<file path="src/rtl/alu_exec_seq_if.sv">
// rtl/alu_exec_seq_if.sv - instruction, load, ALU and debug bus for alu_exec_seq
//
// Purpose: bundles every non-clock/reset signal of the execute-stage sequencer.
// Signal names keep their direction suffix as seen from the sequencer.
//   slave  modport : the sequencer (alu_exec_seq) side
//   master modport : upstream issue logic / ALU / debug side
// Signals:
//   instr_valid_i/instr_ready_o   instruction handshake
//   op_i, rs1_i, rs2_i, rd_i      instruction fields
//   ld_i, ld_addr_i, ld_data_i    direct register-file write
//   alu_a_o, alu_b_o, alu_op_o    operands and function code to the ALU
//   alu_flags_o                   architectural flags to the ALU
//   alu_y_i, alu_flags_i          ALU result and flags
//   done_o                        write-back pulse
//   result_o                      last captured ALU result
//   dbg_addr_i, dbg_data_o        combinational register-file peek
interface alu_exec_seq_if #(
  parameter int DATA_WIDTH     = 16,
  parameter int REG_ADDR_WIDTH = 3,
  parameter int FLAG_SIZE      = 4,
  parameter int OP_WIDTH       = 4
) ();
  logic                      instr_valid_i;
  logic                      instr_ready_o;
  logic [OP_WIDTH-1:0]       op_i;
  logic [REG_ADDR_WIDTH-1:0] rs1_i;
  logic [REG_ADDR_WIDTH-1:0] rs2_i;
  logic [REG_ADDR_WIDTH-1:0] rd_i;
  logic                      ld_i;
  logic [REG_ADDR_WIDTH-1:0] ld_addr_i;
  logic [DATA_WIDTH-1:0]     ld_data_i;
  logic [DATA_WIDTH-1:0]     alu_a_o;
  logic [DATA_WIDTH-1:0]     alu_b_o;
  logic [OP_WIDTH-1:0]       alu_op_o;
  logic [FLAG_SIZE-1:0]      alu_flags_o;
  logic [DATA_WIDTH-1:0]     alu_y_i;
  logic [FLAG_SIZE-1:0]      alu_flags_i;
  logic                      done_o;
  logic [DATA_WIDTH-1:0]     result_o;
  logic [REG_ADDR_WIDTH-1:0] dbg_addr_i;
  logic [DATA_WIDTH-1:0]     dbg_data_o;

  modport slave (
    input  instr_valid_i, op_i, rs1_i, rs2_i, rd_i,
    input  ld_i, ld_addr_i, ld_data_i,
    input  alu_y_i, alu_flags_i, dbg_addr_i,
    output instr_ready_o, alu_a_o, alu_b_o, alu_op_o, alu_flags_o,
    output done_o, result_o, dbg_data_o
  );

  modport master (
    output instr_valid_i, op_i, rs1_i, rs2_i, rd_i,
    output ld_i, ld_addr_i, ld_data_i,
    output alu_y_i, alu_flags_i, dbg_addr_i,
    input  instr_ready_o, alu_a_o, alu_b_o, alu_op_o, alu_flags_o,
    input  done_o, result_o, dbg_data_o
  );
endinterface

</file>
<file path="src/rtl/alu_exec_seq.sv">
// rtl/alu_exec_seq.sv - execute-stage sequencer feeding a combinational ALU
//
// Purpose: accepts one ALU instruction per handshake, reads rs1 and rs2 from an
// internal 8x16 register file on consecutive cycles, presents the operands to
// the ALU for one cycle, captures result and flags, and writes the result to rd.
// One instruction every five cycles: IDLE -> READ_A -> READ_B -> EXEC -> WB.
// Ports:
//   clk_i    system clock, all state on the rising edge
//   reset_i  synchronous active-high reset, clears all state and registers
//   bus      alu_exec_seq_if.slave (handshake, load, ALU, debug signals)
module alu_exec_seq #(
  parameter int DATA_WIDTH     = 16,
  parameter int REG_ADDR_WIDTH = 3,
  parameter int FLAG_SIZE      = 4,
  parameter int OP_WIDTH       = 4
) (
  input  logic          clk_i,
  input  logic          reset_i,
  alu_exec_seq_if.slave bus
);

  localparam int NUM_REGS = 1 << REG_ADDR_WIDTH;

  typedef enum logic [2:0] {
    IDLE   = 3'd0,
    READ_A = 3'd1,
    READ_B = 3'd2,
    EXEC   = 3'd3,
    WB     = 3'd4
  } state_t;

  state_t                    state;
  logic [DATA_WIDTH-1:0]     rf [NUM_REGS];

  // Instruction fields latched at the handshake.
  logic [OP_WIDTH-1:0]       op_q;
  logic [REG_ADDR_WIDTH-1:0] rs1_q;
  logic [REG_ADDR_WIDTH-1:0] rs2_q;
  logic [REG_ADDR_WIDTH-1:0] rd_q;

  // Operand A is staged internally so that the ALU-facing registers only
  // change on entry to EXEC and otherwise hold their last values.
  logic [DATA_WIDTH-1:0]     op_a_q;
  logic [DATA_WIDTH-1:0]     alu_a_q;
  logic [DATA_WIDTH-1:0]     alu_b_q;
  logic [OP_WIDTH-1:0]       alu_op_q;

  logic [DATA_WIDTH-1:0]     result_q;
  logic [FLAG_SIZE-1:0]      flags_q;

  // A pending load steals the IDLE cycle, so ready drops whenever ld_i is high.
  assign bus.instr_ready_o = (state == IDLE) && !bus.ld_i && !reset_i;
  assign bus.done_o        = (state == WB);
  assign bus.alu_a_o       = alu_a_q;
  assign bus.alu_b_o       = alu_b_q;
  assign bus.alu_op_o      = alu_op_q;
  assign bus.alu_flags_o   = flags_q;
  assign bus.result_o      = result_q;
  assign bus.dbg_data_o    = rf[bus.dbg_addr_i];

  always_ff @(posedge clk_i) begin
    if (reset_i) begin
      state    <= IDLE;
      rf       <= '{default: '0};
      op_q     <= '0;
      rs1_q    <= '0;
      rs2_q    <= '0;
      rd_q     <= '0;
      op_a_q   <= '0;
      alu_a_q  <= '0;
      alu_b_q  <= '0;
      alu_op_q <= '0;
      result_q <= '0;
      flags_q  <= '0;
    end else begin
      case (state)
        IDLE: begin
          if (bus.ld_i) begin
            rf[bus.ld_addr_i] <= bus.ld_data_i;
          end else if (bus.instr_valid_i) begin
            op_q  <= bus.op_i;
            rs1_q <= bus.rs1_i;
            rs2_q <= bus.rs2_i;
            rd_q  <= bus.rd_i;
            state <= READ_A;
          end
        end
        READ_A: begin
          op_a_q <= rf[rs1_q];
          state  <= READ_B;
        end
        READ_B: begin
          alu_a_q  <= op_a_q;
          alu_b_q  <= rf[rs2_q];
          alu_op_q <= op_q;
          state    <= EXEC;
        end
        EXEC: begin
          result_q <= bus.alu_y_i;
          flags_q  <= bus.alu_flags_i;
          state    <= WB;
        end
        WB: begin
          // Reads of this instruction already happened, so rs==rd is safe.
          rf[rd_q] <= result_q;
          state    <= IDLE;
        end
        default: state <= IDLE;
      endcase
    end
  end

endmodule
</file>
<file path="src/flat_wrapper.sv">
// flat-port wrapper written by rule: the top's interface ports become plain ports
module alu_exec_seq_flat 
#(
  parameter int DATA_WIDTH     = 16,
  parameter int REG_ADDR_WIDTH = 3,
  parameter int FLAG_SIZE      = 4,
  parameter int OP_WIDTH       = 4
)
  (clk_i, reset_i, bus_instr_valid_i, bus_op_i, bus_rs1_i, bus_rs2_i, bus_rd_i, bus_ld_i, bus_ld_addr_i, bus_ld_data_i, bus_alu_y_i, bus_alu_flags_i, bus_dbg_addr_i, bus_instr_ready_o, bus_alu_a_o, bus_alu_b_o, bus_alu_op_o, bus_alu_flags_o, bus_done_o, bus_result_o, bus_dbg_data_o);
  alu_exec_seq_if #(.DATA_WIDTH(DATA_WIDTH), .REG_ADDR_WIDTH(REG_ADDR_WIDTH), .FLAG_SIZE(FLAG_SIZE), .OP_WIDTH(OP_WIDTH)) bus_i ();
  input  logic clk_i;
  input  logic reset_i;
  input wire logic [$bits(bus_i.instr_valid_i)-1:0] bus_instr_valid_i;
  input wire logic [$bits(bus_i.op_i)-1:0] bus_op_i;
  input wire logic [$bits(bus_i.rs1_i)-1:0] bus_rs1_i;
  input wire logic [$bits(bus_i.rs2_i)-1:0] bus_rs2_i;
  input wire logic [$bits(bus_i.rd_i)-1:0] bus_rd_i;
  input wire logic [$bits(bus_i.ld_i)-1:0] bus_ld_i;
  input wire logic [$bits(bus_i.ld_addr_i)-1:0] bus_ld_addr_i;
  input wire logic [$bits(bus_i.ld_data_i)-1:0] bus_ld_data_i;
  input wire logic [$bits(bus_i.alu_y_i)-1:0] bus_alu_y_i;
  input wire logic [$bits(bus_i.alu_flags_i)-1:0] bus_alu_flags_i;
  input wire logic [$bits(bus_i.dbg_addr_i)-1:0] bus_dbg_addr_i;
  output wire logic [$bits(bus_i.instr_ready_o)-1:0] bus_instr_ready_o;
  output wire logic [$bits(bus_i.alu_a_o)-1:0] bus_alu_a_o;
  output wire logic [$bits(bus_i.alu_b_o)-1:0] bus_alu_b_o;
  output wire logic [$bits(bus_i.alu_op_o)-1:0] bus_alu_op_o;
  output wire logic [$bits(bus_i.alu_flags_o)-1:0] bus_alu_flags_o;
  output wire logic [$bits(bus_i.done_o)-1:0] bus_done_o;
  output wire logic [$bits(bus_i.result_o)-1:0] bus_result_o;
  output wire logic [$bits(bus_i.dbg_data_o)-1:0] bus_dbg_data_o;
  assign bus_i.instr_valid_i = bus_instr_valid_i;
  assign bus_i.op_i = bus_op_i;
  assign bus_i.rs1_i = bus_rs1_i;
  assign bus_i.rs2_i = bus_rs2_i;
  assign bus_i.rd_i = bus_rd_i;
  assign bus_i.ld_i = bus_ld_i;
  assign bus_i.ld_addr_i = bus_ld_addr_i;
  assign bus_i.ld_data_i = bus_ld_data_i;
  assign bus_i.alu_y_i = bus_alu_y_i;
  assign bus_i.alu_flags_i = bus_alu_flags_i;
  assign bus_i.dbg_addr_i = bus_dbg_addr_i;
  assign bus_instr_ready_o = bus_i.instr_ready_o;
  assign bus_alu_a_o = bus_i.alu_a_o;
  assign bus_alu_b_o = bus_i.alu_b_o;
  assign bus_alu_op_o = bus_i.alu_op_o;
  assign bus_alu_flags_o = bus_i.alu_flags_o;
  assign bus_done_o = bus_i.done_o;
  assign bus_result_o = bus_i.result_o;
  assign bus_dbg_data_o = bus_i.dbg_data_o;
  alu_exec_seq #(.DATA_WIDTH(DATA_WIDTH), .REG_ADDR_WIDTH(REG_ADDR_WIDTH), .FLAG_SIZE(FLAG_SIZE), .OP_WIDTH(OP_WIDTH)) u_core (.clk_i(clk_i), .reset_i(reset_i), .bus(bus_i));
endmodule
</file>
<file path="config.mk">
export PLATFORM = sky130hd
export DESIGN_NAME = alu_exec_seq_flat
export DESIGN_NICKNAME = d
export VERILOG_FILES = /design/src/rtl/alu_exec_seq_if.sv /design/src/rtl/alu_exec_seq.sv /design/src/flat_wrapper.sv
export SDC_FILE = /design/constraint.sdc
export NUM_CORES = 1
export LEC_CHECK = 0
export ABC_CLOCK_PERIOD_IN_PS = 6100
export CORE_AREA = 2 2 183 185
export CTS_CLUSTER_SIZE = 16
export DETAILED_ROUTE_END_ITERATION = 8
export DIE_AREA = 0 0 185 187
export GPL_TIMING_DRIVEN = 1
export PLACE_DENSITY = 0.7
export SETUP_SLACK_MARGIN = 0.2
export SLEW_MARGIN = 30
export SYNTH_ARGS = -nofsm -noshare
export SYNTH_HDL_FRONTEND = slang
export SYNTH_SLANG_ARGS = --single-unit
</file>
<file path="constraint.sdc">
create_clock -name clk_i -period 6.1 [get_ports clk_i]
set_clock_uncertainty 0.2 [all_clocks]
set_input_delay 1.22 -clock clk_i [delete_from_list [all_inputs] [get_ports clk_i]]
set_output_delay 1.22 -clock clk_i [all_outputs]
set_load 0.02 [all_outputs]
</file>
### Cells by drive strength, run 1

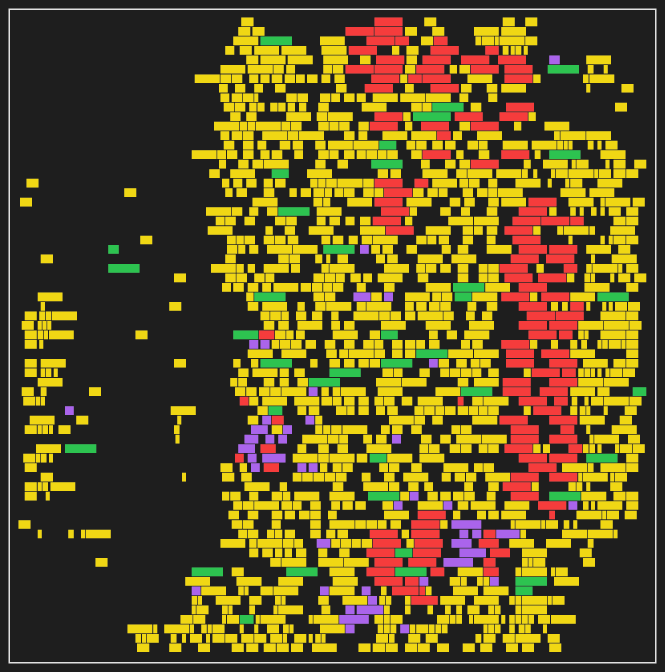
color	size	cells
red	x2	128
purple	x3 and x4	46
green	x6 and larger	38
yellow	x1 and smaller	1,053
design area: 0.0150 mm^2
Area Growth Syn to Fin: 16.4%
Non-CTS buffers: 162

### Wiring heat map, run 1

The die is cut into 37 by 37 equal tiles; dark blue is low, red is high, scaled to the fullest tile. Values are wire area over tile area, all layers added.
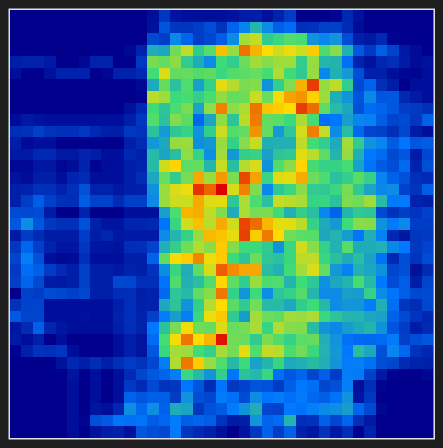
tiles over half the peak	21%
densest ninth of the die	middle
nearly empty tiles	16%
mean over tiles	0.23
all-layer global routing usage: 0.256
total wire length: 45,600 um
DR vias: 12,200

### Sequential cells colored by netlist name, run 1

Bar = 50 um. Other sequential cells in the stronger gray, the rest of the logic in the fainter gray.
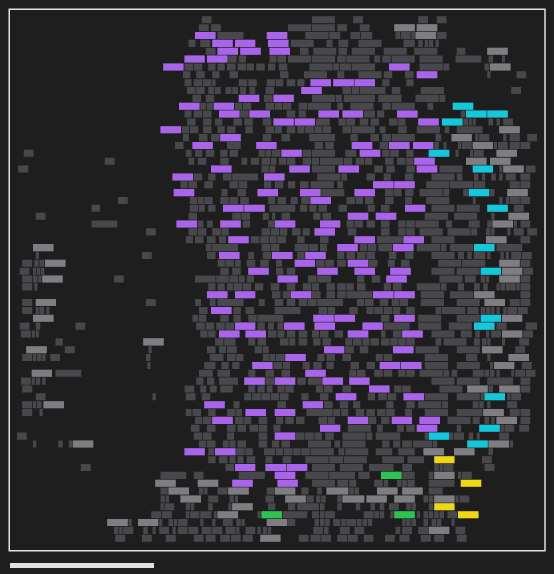
color	netlist name	placed flops
cyan	u_core.op_a_q	16
green	u_core.state	3
purple	u_core.rf	128
yellow	u_core.bus.alu_op_o	4
not colored	65
final core occ: 0.456
Seq. pwr: 0.00157 W
Reg area: 0.00433 mm^2
sequential cell area share: 0.289

==> ci_impl_report.md, run 1 <==
## Implementation flow summary

| Metric | Value |
|---|---|
| Outcome | `complete, no violations` |
| YS chip area | `about 0.013 mm^2` |
| Drt first pass iters | `6` |
| DR vias/cell | `between 7 and 8` |
| CP startpoint kind | `input port` |
| Vias in the first global route | `11,200` |
| Clock-cell share | `0.0564` |
| Worst hold path stage count | `2` |
| Latency at later pin | `around 0.56 ns` |
| CTS Buf Count | `25` |
| NumNets Final | `1,305` |
| Lkg Pwr | `approximately 4.4 nW` |
| Cell area leaders | `dfxtp_1, mux4_2, a221oi_1` |
| IO Pins | `133` |
| Clock Sink Count | `roughly 220` |
| Final Hold Viols | `0` |
| # H-tree levels | `1` |
| Initial antenna violation count | `0` |
| Min-delay src | `u_core.bus.alu_flags_o[3]` |
| Clk root buf | `clkbuf_16` |
| CTS tree | `yes` |
| Final setup vio count | `0` |
| R2R Path End | `u_core.rf[41]` |
| FFs w/ async S/R, synth | `0` |
| Pwr dens | `252 mW/mm^2` |
| DR iter-0 viols | `approximately 1,900` |
| WS Path Type | `input port to output port` |
| Initial Util | `0.392` |
| DRC viols | `0` |
| DP Area | `around 0.014 mm^2` |
| Post-route minimum period | `~4.8 ns` |
| Tool warning count | `28` |
| Resized Gates After CTS | `0` |
| First-pass GRT wire length | `~70,000 um` |
| Bufs on Longest Clock Path | `3` |
| Filler Cells Inserted | `about 3,100` |
| Setup tns final | `0 ns` |
| Flops | `216` |
| Sequential fraction of the synthesis area | `0.336` |
| Worst Setup End Kind | `output port` |
| Tap Count | `448` |
| CTS hold repair buffers | `0` |
| Worst hold path endpoint | `u_core.bus.alu_flags_o[3]` |
| Max-slew violations | `0` |
| Multi-In Gates | `roughly 840` |
| Worst R2R Start | `u_core.state[2]` |
| Max cap viols | `0` |
| Postcts setup bufs | `0` |
| Core area | `between 0.03 and 0.04 mm^2` |
| Die H | `roughly 190 um` |
| Setup ws final | `around 1.3 ns` |
| Clock-pin slew on the worst setup and hold paths | `~0.050 ns` |
| Rel. slew slack | `0.302` |
| Cell area after synthesis | `~0.013 mm^2` |
| Fmax | `about 0.21 GHz` |
| Layout clock buffers | `36` |
| FF-to-FF path depth | `5` |
| Power Total | `0.00377 W` |
| Routed WL per cell | `26.6 um` |
| Die width | `roughly 190 um` |
| Post-Syn Instances | `1,246` |
| Count of cell types in the netlist | `40` |
| Final Cycle Share | `0.787` |
| Final ANT Viol Nets | `0` |
| Layout cell share with drive strength beyond 1 | `0.168` |
| Placed Cells | `between 1,500 and 2,000` |
| EDFF count, synth | `0` |
| Gr ovfl total | `0` |
| Routability congestion estimate | `0.913` |
| Area of the multi-input gates | `~0.0077 mm^2` |
| #FFs+latches synth | `about 220` |
| Nets at Floorplan | `~1,300` |
| Area share, top type | `0.336` |
| Layout Cells excl Fill | `between 1,500 and 2,000` |
| Largest net degree at the start of global routing | `around 120` |
| CP max FO | `16` |
| Diode count | `0` |
| HP Class | `flop to flop` |
| Worst R2R Setup Slack | `about 2.5 ns` |
| Signal inverters | `2` |
| Mapped Avg Cell Area | `between 10 and 15 um^2` |
| WP data arrival | `approximately 3.4 ns` |
==> run 1: power breakdown <==
part | internal [W] | switching (W) | total, W
Combinational | 0.000269 | 0.000397 | 0.000667
Clock | 0.000890 | 0.000651 | 0.00154
Sequential | 0.00148 | 0.0000845 | 0.00157
Total | 0.00264 | 0.00113 | 0.00377
==> run 1: sequential cells by signal (all words and copies together) (netlist names) <==
signal,count
u_core.state,3
u_core.op_a_q,16
u_core.bus.result_o,16
u_core.rd_q,3
u_core.bus.alu_op_o,4
u_core.bus.alu_b_o,16
u_core.rf,128
u_core.rs1_q,3
u_core.bus.alu_flags_o,4
u_core.op_q,4
u_core.rs2_q,3
u_core.bus.alu_a_o,16
==> run 1: synthesized netlist by cell type, types with 20 or more instances <==
master and instances:
mux4_2 96, and3b_1 20, o22ai_1 32, dfxtp_1 216, buf_2 64, a32oi_1 128, mux2i_1 20, nor2_1 56
a211oi_1 127, a21oi_1 34, a221oi_1 128, nor3_1 33, nand2_1 40, clkbuf_1 97
==> run 1: logic make-up (layout without fill, tap and decap cells) <==
| kind of cell | after synthesis | in the layout | synth area share |
|---|---|---|---|
| XOR/XNOR | 1 | 1 | 0.000681 |
| flip-flops | 216 | 216 | 0.336 |
| AND-OR/OR-AND | 471 | 471 | 0.288 |
| buffers and inverters | 191 | 210 | 0.0721 |
| multiplexers | 132 | 132 | 0.198 |
| AND/OR/NAND/NOR | 235 | 235 | 0.105 |
==> run 1: placed cells by master, fill, tap and decap left out, drive strengths merged <==
master	count
and4bb	1
nand3b	1
and2	18
clkinvlp	4
a21oi	34
mux2i	20
or3b	1
nor4	2
a221oi	128
dfxtp	216
a211oi	128
mux2	16
or4b	2
xnor2	1
nor2	56
or4	1
nand2	40
nor3	34
and3b	20
and3	17
bufinv	1
clkinv	3
nand4bb	2
mux4	96
a32oi	128
buf	32
nor3b	5
o22ai	32
nand3	13
nor2b	19
clkdlybuf4s50	130
clkbuf	36
o21ai	13
nor4b	3
inv	4
a22o	8
==> run 1: per-stage QoR <==
stage	util	hold slack, ns
2_1_floorplan	-	0.254
3_3_place_gp	0.429	0.241
3_5_place_dp	0.429	0.246
4_1_cts	0.455	0.253
5_1_grt	0.456	0.293
6_report	0.456	0.252
==> run 1: layer usage <==
metal  track usage  part of all wire  vias to the layer above
met4        0.0940             0.038                        0
met1         0.373              0.40                     5875
li1              -                 -                     5206
met3        0.0660              0.14                      129
met2         0.364              0.42                      947
met5             0                 0                        -
==> run 1: how the worst max path moves through the flow <==
stage                                  from                 end  slack, ns  cells past startpoint
after floorplan           bus_dbg_addr_i[0]   bus_dbg_data_o[0]       2.10                      4
after global placement    bus_dbg_addr_i[2]  bus_dbg_data_o[11]       1.34                      3
after detailed placement  bus_dbg_addr_i[2]  bus_dbg_data_o[11]       1.31                      3
after CTS                 bus_dbg_addr_i[2]  bus_dbg_data_o[11]       1.32                      3
after global routing      bus_dbg_addr_i[2]  bus_dbg_data_o[11]       1.28                      3
final                     bus_dbg_addr_i[2]  bus_dbg_data_o[11]       1.30                      3
==> run 1: critical path, cell delays in order <==
cell             delay, ns
clkdlybuf4s50_1       1.14
mux2_2                0.45
clkdlybuf4s50_1       0.55
### Placed standard cells, run 1

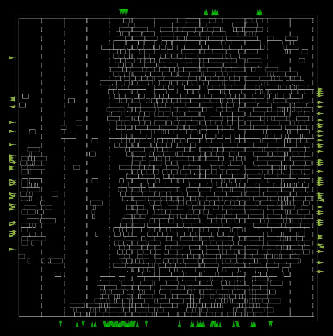

==> run 2: changes to the inputs <==
--- a/config.mk
+++ b/config.mk
@@ -5,13 +5,13 @@
 export SDC_FILE = /design/constraint.sdc
 export NUM_CORES = 1
 export LEC_CHECK = 0
-export ABC_CLOCK_PERIOD_IN_PS = 6100
+export ABC_CLOCK_PERIOD_IN_PS = 4200
 export CORE_AREA = 2 2 183 185
 export CTS_CLUSTER_SIZE = 16
 export DETAILED_ROUTE_END_ITERATION = 8
 export DIE_AREA = 0 0 185 187
 export GPL_TIMING_DRIVEN = 1
-export PLACE_DENSITY = 0.7
+export PLACE_DENSITY = 0.72
 export SETUP_SLACK_MARGIN = 0.2
 export SLEW_MARGIN = 30
 export SYNTH_ARGS = -nofsm -noshare
==> constraint.sdc (replaced) <==
create_clock -name clk_i -period 4.2 [get_ports clk_i]
set_clock_uncertainty 0.2 [all_clocks]
set_input_delay 0.84 -clock clk_i [delete_from_list [all_inputs] [get_ports clk_i]]
set_output_delay 0.84 -clock clk_i [all_outputs]
set_load 0.02 [all_outputs]
### Placed standard cells, run 2

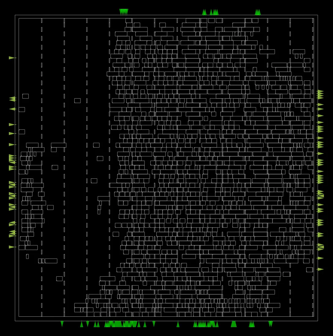
row cnt: 67
Flops: 216
Tap Count: 448
sequential cell area share: 0.285
core area: 0.0329 mm^2

### Wiring heat map, run 2

The die is cut into 37 by 37 equal tiles; dark blue is low, red is high, scaled to the fullest tile. Values are wire area over tile area, all layers added.
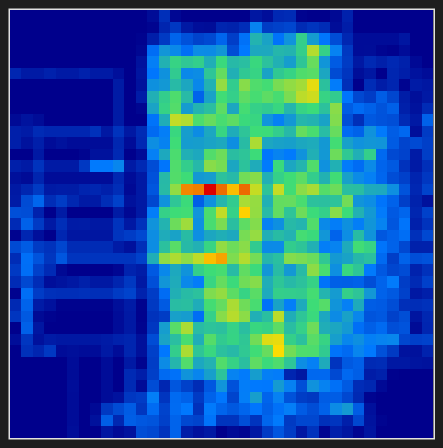
emptiest ninth of the die	top left
fullest tile	1.1
nearly empty tiles	20%
tiles over half the peak	11%
densest ninth of the die	middle
DR vias: 12,400
all-layer global routing usage: 0.258
Routed WL per cell: 26.5 um
total wire length: 46,200 um

==> run 2 against run 1 <==
Routed wire length is 1.4% higher. Combinational power increased by 48%. Cell count grew 1.8%. Synthesized cell count unchanged. Sequential share of layout area fell by 0.38 points. Power grew 46%. Non-clock buffer count is 30 higher. Clock-buffer cell count is the same. Design area up 1.4%. Worst setup slack got worse by 0.95 ns. Critical path type unchanged.
==> ci_impl_report.md, run 2 <==
## Implementation flow summary

| Metric | Value |
|---|---|
| Fmax | `0.260 GHz` |
| Worst EP required | `3.16 ns (was 4.68 ns)` |
| Diode count | `0 (unchanged)` |
| IO Pins | `133 (unchanged)` |
| Worst hold path stage count | `2 (unchanged)` |
| Lkg Pwr | `4.57 nW (was 4.42 nW)` |
| Vias in the first global route | `11,400 (was 11,200)` |
| EDFF count, synth | `0 (unchanged)` |
| Most common library cells after synthesis | `dfxtp_1, a221oi_1, a32oi_1, a211oi_1, clkbuf_1 (unchanged)` |
| Die H | `187 um (unchanged)` |
| Final Cycle Share | `0.916` |
| Final ANT Viol Nets | `0 (unchanged)` |
| WS Path Type | `input port to output port (unchanged)` |
| DR vias/cell | `7.12 (was 7.10)` |
| #FFs+latches synth | `216 (unchanged)` |
| Top cell excl fill/tap | `dfxtp_1 (unchanged)` |
| CTS Buf Count | `26 (was 25)` |
| Max-slew violations | `0 (unchanged)` |
| Max cap viols | `0 (unchanged)` |
| NumNets Final | `1,336 (was 1,305)` |
| Clk root buf | `clkbuf_16 (unchanged)` |
| FF-to-FF path depth | `4 (was 5)` |
| Rel. slew slack | `0.338 (was 0.302)` |
| DP Area | `0.0143 mm^2 (was 0.0141 mm^2)` |
| Most instantiated logic cells after routing | `dfxtp_1, clkdlybuf4s50_1, a32oi_1, a221oi_1, a211oi_1 (unchanged)` |
| Routability congestion estimate | `0.883 (was 0.913)` |
| Largest net degree at the start of global routing | `101 (was 116)` |
| Tool warning count | `28 (unchanged)` |
| Area share, top type | `0.336 (unchanged)` |
| FFs w/ async S/R, synth | `0 (unchanged)` |
| Clock Sink Count | `216 (unchanged)` |
| Setup tns final | `0 ns (unchanged)` |
| Final setup vio count | `0 (unchanged)` |
| CP startpoint kind | `input port (unchanged)` |
| Final core occ | `0.462 (was 0.456)` |
| Design area | `0.0152 mm^2 (was 0.0150 mm^2)` |
| Mapped Avg Cell Area | `10.3 um^2 (unchanged)` |
| Bufs on Longest Clock Path | `3 (unchanged)` |
| Nets at Floorplan | `1,305 (unchanged)` |
| Top-count cell post-synth | `dfxtp_1 (unchanged)` |
| Postcts setup bufs | `0 (unchanged)` |
| Cell area after synthesis | `0.0129 mm^2 (unchanged)` |
| Post-route minimum period | `between 3 and 4 ns` |
| Cell area leaders | `dfxtp_1, mux4_2, a221oi_1 (unchanged)` |
| Resized Gates After CTS | `0 (unchanged)` |
| Post-Syn Instances | `1,246 (unchanged)` |
| Drt first pass iters | `8 (was 6)` |
| HP Class | `flop to flop (unchanged)` |
| Sequential fraction of the synthesis area | `0.336 (unchanged)` |
| Die area | `0.0346 mm^2 (unchanged)` |
| CTS hold repair buffers | `0 (unchanged)` |
| YS chip area | `0.0129 mm^2 (unchanged)` |
| DR iter-0 viols | `1,955 (was 1,860)` |
| CP max FO | `11 (was 16)` |
| Die width | `185 um (unchanged)` |
| WP data arrival | `2.81 ns (was 3.38 ns)` |
| Count of cell types in the netlist | `40 (unchanged)` |
| Initial antenna violation count | `2 (was 0)` |
| Area Growth Syn to Fin | `18.0% (was 16.4%)` |
| Final Hold Viols | `0 (unchanged)` |
| Reg with most FFs | `u_core.rf (unchanged)` |
| Gr ovfl total | `0 (unchanged)` |
| # H-tree levels | `1 (unchanged)` |
| CTS tree | `yes (unchanged)` |
| Initial Util | `0.392 (unchanged)` |
| First-pass GRT wire length | `70,300 um (was 69,800 um)` |
| Worst Setup End Kind | `output port (unchanged)` |
| Worst hold slack | `0.257 ns (was 0.252 ns)` |
| Cell type with the largest total area | `dfxtp_1 (unchanged)` |
| Max reg flops | `128 (unchanged)` |
| Layout cell share with drive strength beyond 1 | `0.182 (was 0.168)` |
| Pwr dens | `363 mW/mm^2 (was 252 mW/mm^2)` |
| DRC viols | `0 (unchanged)` |
| Outcome | `complete, no violations (unchanged)` |
| Clock-pin slew on the worst setup and hold paths | `0.05 ns (about the same)` |
### Clock distribution, run 2

Bar = 50 um.
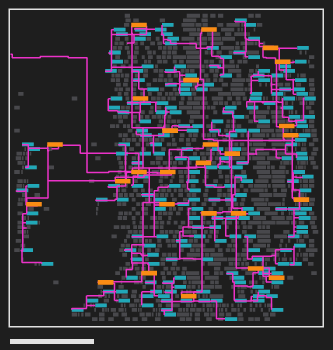
[magenta] clock wires | length: 3,010 um
[orange] clock-net drivers | count: 26
[cyan] flip-flops | count: 216
routed clock nets	27
clk pwr: 0.00224 W
clock share of power: 0.406
Latency at later pin: 0.55 ns

-- run 2: worst max-delay path, stage by stage --
cell and delay, ns:
buf_2 0.37, buf_4 0.24, mux4_2 0.51, mux2_2 0.29, clkdlybuf4s50_1 0.53
-- run 2: logic make-up after synthesis --
logic type                after synthesis  share of synthesized area
xor gates and xnor gates                1                   0.000681
and+or+nand+nor                       235                      0.105
AOI/OAI and AO/OA                     471                      0.288
buffers and inverters                 191                     0.0721
DFF                                   216                      0.336
muxes                                 132                      0.198
-- run 2: metrics by stage --
| stage | setup WS, ns | power (W) | std cells |
|---|---|---|---|
| floorplan | 0.959 | 0.00296 | 1246 |
| global placement | 0.404 | 0.00327 | 1696 |
| detailed placement | 0.349 | 0.00329 | 1696 |
| CTS | 0.345 | 0.00551 | 1742 |
| global route | 0.203 | 0.00568 | 1743 |
| finish | 0.352 | 0.00551 | 1743 |
-- run 2: path summary, 6_finish.rpt --
kind / start / end / slack [ns]
max: bus_dbg_addr_i[0] / bus_dbg_data_o[5] / 0.35
min: u_core.bus.alu_flags_o[1] / u_core.bus.alu_flags_o[1] / 0.26
max reg2reg: u_core.state[1] / u_core.rf[103] / 0.94
min reg2reg: u_core.bus.alu_flags_o[1] / u_core.bus.alu_flags_o[1] / 0.26
-- run 2: cell type report --
| type | instances | area, um^2 |
|---|---|---|
| clock inverters | 10 | 120 |
| clock buffers | 36 | 718 |
| well taps | 448 | 561 |
| multi-input cells | 839 | 7660 |
| repair buffers | 192 | 1800 |
| fillers | 3111 | 17700 |
| inverters | 2 | 7.51 |
| flip-flops and latches | 216 | 4330 |
-- run 2: routing by layer --
| metal | routed length, um | up-vias | part of all wire | GRT usage |
|---|---|---|---|---|
| met1 | 18300 | 6010 | 0.40 | 0.371 |
| met2 | 19900 | 988 | 0.43 | 0.373 |
| li1 | - | 5269 | - | - |
| met3 | 6110 | 142 | 0.13 | 0.0650 |
| met5 | 40 | - | 0.00086 | 0 |
| met4 | 1870 | 4 | 0.040 | 0.0968 |
-- run 2: report_power, final --
part | leakage (nW) | switching (W) | internal, W
Clock | 0.406 | 0.000923 | 0.00132
Combinational | 2.41 | 0.000579 | 0.000411
Sequential | 1.75 | 0.000133 | 0.00215
No activity file was given, so power comes from the tool's default toggle rates.
